io_placement.png
(3 px per um) Pins as bars across the die edge, other pins in grey.
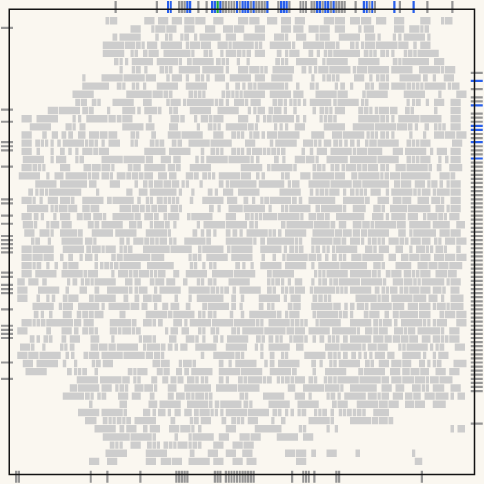
placement.png
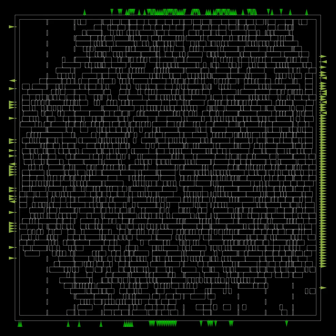
sizes.png
(3 px per um)
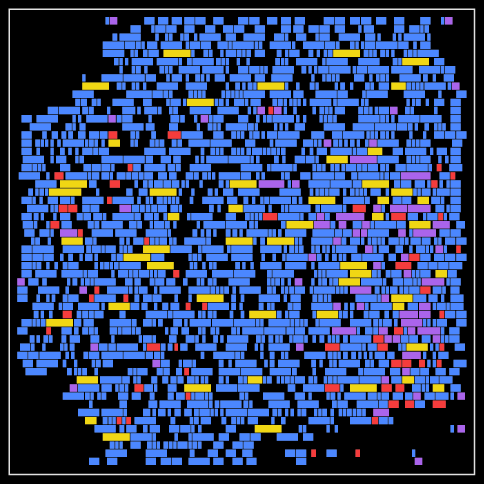
io_fan.png
(2 px per um)
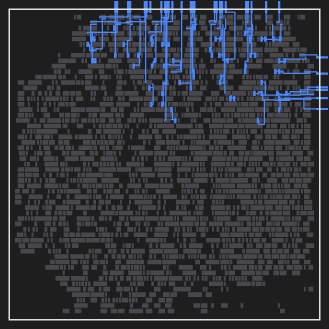
File: src/rtl/instruction_fetch_unit.sv
// Instruction fetch unit: owns the PC, issues imem reads over a busywait handshake and feeds IF/ID
// from a small prefetch queue. Optional counters are built when IFU_PERF_CNT_EN is defined.
module instruction_fetch_unit #(
  parameter logic [31:0] RESET_PC    = 32'h0000_0000,
  parameter int unsigned QUEUE_DEPTH = 2
) (
  input  logic        CLK,
  input  logic        RESET,
  input  logic        STALL,
  input  logic        BRANCH_TAKEN,
  input  logic [31:0] BRANCH_TARGET,
  output logic [31:0] IMEM_ADDRESS,
  output logic        IMEM_READ,
  input  logic [31:0] IMEM_READDATA,
  input  logic        IMEM_BUSYWAIT,
  output logic [31:0] PC_OUT,
  output logic [31:0] PC_PLUS_FOUR_OUT,
  output logic [31:0] INSTRUCTION_OUT,
  output logic        BUSYWAIT_OUT,
  output logic        FLUSH_OUT
`ifdef IFU_PERF_CNT_EN
  ,
  output logic [31:0] FETCH_COUNT,
  output logic [31:0] BUBBLE_COUNT
`endif
);

  localparam int unsigned PTR_W = $clog2(QUEUE_DEPTH);
  localparam int unsigned CNT_W = PTR_W + 1;

  localparam logic [1:0] S_IDLE  = 2'd0;
  localparam logic [1:0] S_RUN   = 2'd1;
  localparam logic [1:0] S_DRAIN = 2'd2;

  typedef struct packed {
    logic [31:0] pc;
    logic [31:0] instr;
  } q_entry_t;

  logic [1:0]       state_q, state_d;
  logic [31:0]      fetch_pc_q, fetch_pc_d;
  logic [31:0]      req_addr_q, req_addr_d;
  logic             imem_read_q, imem_read_d;
  logic [31:0]      target_q, target_d;
  logic [PTR_W-1:0] rd_ptr_q, rd_ptr_d;
  logic [PTR_W-1:0] wr_ptr_q, wr_ptr_d;
  logic [CNT_W-1:0] count_q, count_d;
  q_entry_t         queue_q [QUEUE_DEPTH];
  q_entry_t         queue_d [QUEUE_DEPTH];

  logic             resp;
  logic             outstanding_after;
  logic             queue_empty;
  logic             do_push;
  logic             do_pop;
  logic [CNT_W-1:0] occ_after;
  logic [31:0]      branch_tgt;
  q_entry_t         head;

  assign resp              = imem_read_q && !IMEM_BUSYWAIT;
  assign outstanding_after = imem_read_q && IMEM_BUSYWAIT;
  assign queue_empty       = (count_q == '0);
  assign branch_tgt        = BRANCH_TARGET & 32'hFFFF_FFFC;
  assign head              = queue_q[rd_ptr_q];

  // Next-state: redirect first, then drain completion, then normal push/pop/issue.
  always_comb begin
    state_d     = state_q;
    fetch_pc_d  = fetch_pc_q;
    req_addr_d  = req_addr_q;
    imem_read_d = imem_read_q;
    target_d    = target_q;
    rd_ptr_d    = rd_ptr_q;
    wr_ptr_d    = wr_ptr_q;
    count_d     = count_q;
    queue_d     = queue_q;
    do_push     = 1'b0;
    do_pop      = 1'b0;
    occ_after   = count_q;

    if (BRANCH_TAKEN) begin
      rd_ptr_d = '0;
      wr_ptr_d = '0;
      count_d  = '0;
      if (outstanding_after) begin
        // Request must stay stable; remember where to go once it retires.
        state_d  = S_DRAIN;
        target_d = branch_tgt;
      end else begin
        state_d     = S_RUN;
        imem_read_d = 1'b1;
        req_addr_d  = branch_tgt;
        fetch_pc_d  = branch_tgt + 32'd4;
      end
    end else begin
      case (state_q)
        S_DRAIN: begin
          if (resp) begin
            state_d     = S_RUN;
            imem_read_d = 1'b1;
            req_addr_d  = target_q;
            fetch_pc_d  = target_q + 32'd4;
          end
        end
        S_IDLE, S_RUN: begin
          state_d = S_RUN;
          do_push = resp;
          do_pop  = !queue_empty && !STALL;
          if (do_push) begin
            queue_d[wr_ptr_q] = '{pc: req_addr_q, instr: IMEM_READDATA};
            wr_ptr_d          = wr_ptr_q + PTR_W'(1);
          end
          if (do_pop) begin
            rd_ptr_d = rd_ptr_q + PTR_W'(1);
          end
          occ_after = count_q + CNT_W'(do_push) - CNT_W'(do_pop);
          count_d   = occ_after;
          // A slot is reserved for every access, so only issue when one is free.
          if (!outstanding_after) begin
            if (occ_after < CNT_W'(QUEUE_DEPTH)) begin
              imem_read_d = 1'b1;
              req_addr_d  = fetch_pc_q;
              fetch_pc_d  = fetch_pc_q + 32'd4;
            end else begin
              imem_read_d = 1'b0;
            end
          end
        end
        default: begin
          state_d     = S_IDLE;
          imem_read_d = 1'b0;
        end
      endcase
    end
  end

  always_ff @(posedge CLK) begin
    if (RESET) begin
      state_q     <= S_IDLE;
      fetch_pc_q  <= RESET_PC;
      req_addr_q  <= '0;
      imem_read_q <= 1'b0;
      target_q    <= '0;
      rd_ptr_q    <= '0;
      wr_ptr_q    <= '0;
      count_q     <= '0;
      for (int i = 0; i < int'(QUEUE_DEPTH); i++) begin
        queue_q[i] <= '0;
      end
    end else begin
      state_q     <= state_d;
      fetch_pc_q  <= fetch_pc_d;
      req_addr_q  <= req_addr_d;
      imem_read_q <= imem_read_d;
      target_q    <= target_d;
      rd_ptr_q    <= rd_ptr_d;
      wr_ptr_q    <= wr_ptr_d;
      count_q     <= count_d;
      queue_q     <= queue_d;
    end
  end

  assign IMEM_ADDRESS     = req_addr_q;
  assign IMEM_READ        = imem_read_q;
  assign FLUSH_OUT        = BRANCH_TAKEN;
  assign BUSYWAIT_OUT     = queue_empty;
  assign PC_OUT           = queue_empty ? 32'd0 : head.pc;
  assign PC_PLUS_FOUR_OUT = queue_empty ? 32'd0 : head.pc + 32'd4;
  assign INSTRUCTION_OUT  = queue_empty ? 32'd0 : head.instr;

`ifdef IFU_PERF_CNT_EN
  logic [31:0] fetch_count_q, fetch_count_d;
  logic [31:0] bubble_count_q, bubble_count_d;

  // Pushed responses and cycles where IF/ID starves while it could advance.
  always_comb begin
    fetch_count_d  = fetch_count_q + 32'(do_push);
    bubble_count_d = bubble_count_q + 32'(queue_empty && !STALL);
  end

  always_ff @(posedge CLK) begin
    if (RESET) begin
      fetch_count_q  <= '0;
      bubble_count_q <= '0;
    end else begin
      fetch_count_q  <= fetch_count_d;
      bubble_count_q <= bubble_count_d;
    end
  end

  assign FETCH_COUNT  = fetch_count_q;
  assign BUBBLE_COUNT = bubble_count_q;
`endif

endmodule

File: config.mk
export PLATFORM = sky130hd
export DESIGN_NAME = instruction_fetch_unit
export DESIGN_NICKNAME = d
export VERILOG_FILES = /design/src/rtl/instruction_fetch_unit.sv
export SDC_FILE = /design/constraint.sdc
export NUM_CORES = 1
export LEC_CHECK = 0
export CAP_MARGIN = 20
export CORE_MARGIN = 2
export CORE_UTILIZATION = 48
export DETAILED_ROUTE_END_ITERATION = 12
export GPL_TIMING_DRIVEN = 0
export HOLD_SLACK_MARGIN = 0.02
export PLACE_DENSITY = 0.73
export SYNTH_ARGS = -nofsm -noshare
export SYNTH_HDL_FRONTEND = slang
export SYNTH_SLANG_ARGS = --single-unit
File: constraint.sdc
create_clock -name CLK -period 3.65 [get_ports CLK]
set_input_delay 0.73 -clock CLK [delete_from_list [all_inputs] [get_ports CLK]]
set_output_delay 0.73 -clock CLK [all_outputs]
set_load 0.005 [all_outputs]
==> deck_impl_summary.md <==
Key Metrics from the Run

Status
  – Status: finished, violations left
  – Violations in the final reports: negative setup slack

Yosys
  – Yosys top cell area share: 0.407
  – Post-Synth Simple-Gate Area: 0.261
  – Per-instance average area after synthesis: 7.55 um^2
  – Post-synthesis cell type with the largest instance count: nand2_1
  – Yosys chip area: ~11000 um^2
  – Top post-synthesis cells by count: nand2_1, dfxtp_1, a21oi_1, nor2_1, mux2i_1
  – Main logic family after synthesis: simple AND/OR/NAND/NOR gates
  – Sequential cell area fraction in the yosys report: 0.407
  – Post-Synthesis Cells: 1441
  – Most area-hungry cell type in the Yosys netlist: dfxtp_1
  – AND-OR/OR-AND Cells, Area Fraction: 0.149
  – Distinct lib cells used: roughly 55
  – Async SR Flop Fraction: 0
  – Yosys Instances: 1441

Global route
  – Routing usage on met2: 0.473
  – Met1 capacity usage during global routing: 0.382
  – GRT met3 Usage: 0.0434
  – Pin count of the biggest net entering global routing: 20
  – Global router's overall resource usage: 0.288
  – Wire length of the first global-routing pass: 56.0 mm

Final layout
  – Dominant kind of cell by area: logic gates
  – Proportion of cell area occupied by multi-input gates: 0.425
  – Inverter count of the layout excluding clock inverters: 8
  – Diode insertion count for antenna repair: 0
  – Relative area change from synthesis to final layout: 34.4%
  – Register fraction of the total cell area: 0.303
  – Number of filler cells placed in the layout: ~1900
  – Comb_multi_in: 1100
  – Final core area utilization: 0.652

Setup path
  – Data arrival time of the worst path: 2.94 ns
  – Launching element of the worst setup path: rd_ptr_q
  – CP max stage delay: about 0.40 ns
  – Ordered list of cells on the worst path: buf_12 > mux2i_2 > inv_1 > ha_4 > inv_4 > a211oi_4 > buf_4 > buf_6 > buf_4 > nor4_2 > dlygate4sd2_1
  – WP data required: between 2 and 3 ns
  – Crit start category: flip-flop
  – Type of element capturing the critical path: primary output
  – Cell family with most CP delay: buffers and inverters
  – CP bufs+invs: 7
  – Launch instance of the worst register-to-register path: count_q[1]
  – Setup Crit Path Kind: flip-flop to primary output

Clock network
  – Worst skew pair latency: ~0.52 ns
  – Total of hold buffers inserted after clock tree synthesis: 0
  – Clock-pin slew of the registers on the worst-case setup and hold paths: roughly 0.060 ns
  – Number of clock sinks: 221
  – H-tree depth reported by CTS: 1
  – Number of buffers added for setup after CTS: 25
  – Root buf cell: clkbuf_16
  – Quantity of gates resized following cts: around 85

Power
  – Power group with the largest share: sequential cells
  – Maximum resistive drop on vdd: between 300 and 400 uV
  – Post-layout power: around 5700 uW
  – Clk. pwr: around 2400 uW
  – Power in combinational cells: 725 uW
  – Clock power share: 0.415
  – P_leak: 0.00499 uW
  – Power dissipated by switching net loads: approximately 1500 uW
  – Pwr per Cell Area: about 390 nW/um^2
  – Combinational share of power: 0.128
  – Sequential group power: between 2000 and 3000 uW
  – Sequential cell fraction of total power: 0.457

Timing
  – Final period demand of the worst path: roughly 3.7 ns
  – Final count of negative-setup-slack endpoints: 1
  – Setup repair after global routing missed its margin: true
  – Worst-Margin Slew: between 1 and 1.5 ns
  – Count of final max-slew check failures: 0
  – Final worst setup slack: -0.0211 ns
  – Final period utilization: 1.01
  – Maximum clock rate: around 0.27 GHz

Route
  – Vias/cell: approximately 5.6
  – Routed via count: between 10000 and 15000
  – Number of design rule violations left after detail routing: 0
  – Detailed Routing Iterations Pass 1: 5
  – 1st-iter DRT viols: about 1100
  – Detailed-route wire length per cell: approximately 18 um

Die
  – Core area: 22400 um^2
  – Die area: 23900 um^2

Place
  – Placed Cells: 1921
  – Global placer's final weighted congestion: around 0.9
  – DP HPWL: 25.4 mm

Min path
  – Start point of the worst hold path: queue_q[83]

Flow run
  – Total tool warning count: 30
## Picture notes: io_placement.png
Key: green = `BUSYWAIT_OUT` [pins 1, direction output, edge north]; blue = `IMEM_READDATA` [pins 32, direction input, edge 26 north, 6 east]
All pins by edge: 76 east, 64 north, 32 south, 28 west.
quantity of I/O buffers inserted on ports: 190
die outline height: 155 um
Die X: 155 um

## Picture notes: placement.png
Placement Rows: 55
flop count: 221
n_taps: 285
final standard cell count with taps included and fillers excluded: 1993

## Picture notes: sizes.png
Key: yellow = _6 and larger [cells 51]; red = _2 cells [cells 57]; purple = _3 and _4 cells [cells 67]; blue = _0 and _1 cells [cells 1533]

## Picture notes: io_fan.png
Key: blue = `IMEM_READDATA` [bits 32, direction input, edge 26 north, 6 east, end cells 64, buffers 32, wire 1150 um]
I/O pin total: 200

[final timing paths]
path | slack, ns | cells after the start | to
hold / removal | 0.45 | 2 | queue_q[83]
hold reg to reg | 0.45 | 2 | queue_q[83]
setup reg to reg | 0.17 | 13 | fetch_pc_q[28]
setup / recovery | -0.02 | 11 | PC_PLUS_FOUR_OUT[6]
[stage by stage]
| step | hold slack (ns) | instance area (um^2) |
|---|---|---|
| global route | 0.465 | 14600 |
| global placement | 0.441 | 13200 |
| detailed placement | 0.446 | 13200 |
| floorplan | 0.436 | 10900 |
| CTS | 0.454 | 14400 |
| finish | 0.454 | 14600 |
[kinds of logic (layout without fill, tap and decap cells)]
logic type               after synthesis  in the layout
AND-OR/OR-AND                        284            284
XOR/XNOR                              43             43
adder cells (fa/ha/maj)                4              4
buffers and inverters                125            387
flip-flops                           221            221
multiplexers                          95             95
other                                  1              6
AND/OR/NAND/NOR                      668            668
[worst min-delay path, cell delays in order (launching register included)]
cell,delay (ns)
dfxtp_1,0.31
nand2_1,0.05
a21oi_1,0.05
[registers in the layout, summed over array words and instances, names as in the netlist]
name / count
rd_ptr_q: 1
state_q: 2
target_q: 30
queue_q: 124
wr_ptr_q: 1
count_q: 2
IMEM_READ: 1
fetch_pc_q: 30
IMEM_ADDRESS: 30
[layout by cell type (no fill, tap or decap), types with 13 or more instances in the layout]
cell / instances
nor2_1: 120
o21ai_1: 16
a311oi_1: 13
clkdlybuf4s50_1: 168
nand3b_1: 15
clkbuf_1: 77
o21ai_0: 14
xnor2_1: 13
a21oi_1: 191
buf_4: 38
mux2i_1: 88
nand3_1: 26
buf_2: 14
nand2_1: 413
clkbuf_16: 25
dfxtp_1: 220
xor2_1: 29
[per-layer routing]
metal  wire, um  share of wire
met4       1330          0.037
met2      16700           0.46
met1      15300           0.43
met3       2530          0.070
met5          0              0
Power and IR drop assume default switching activity.
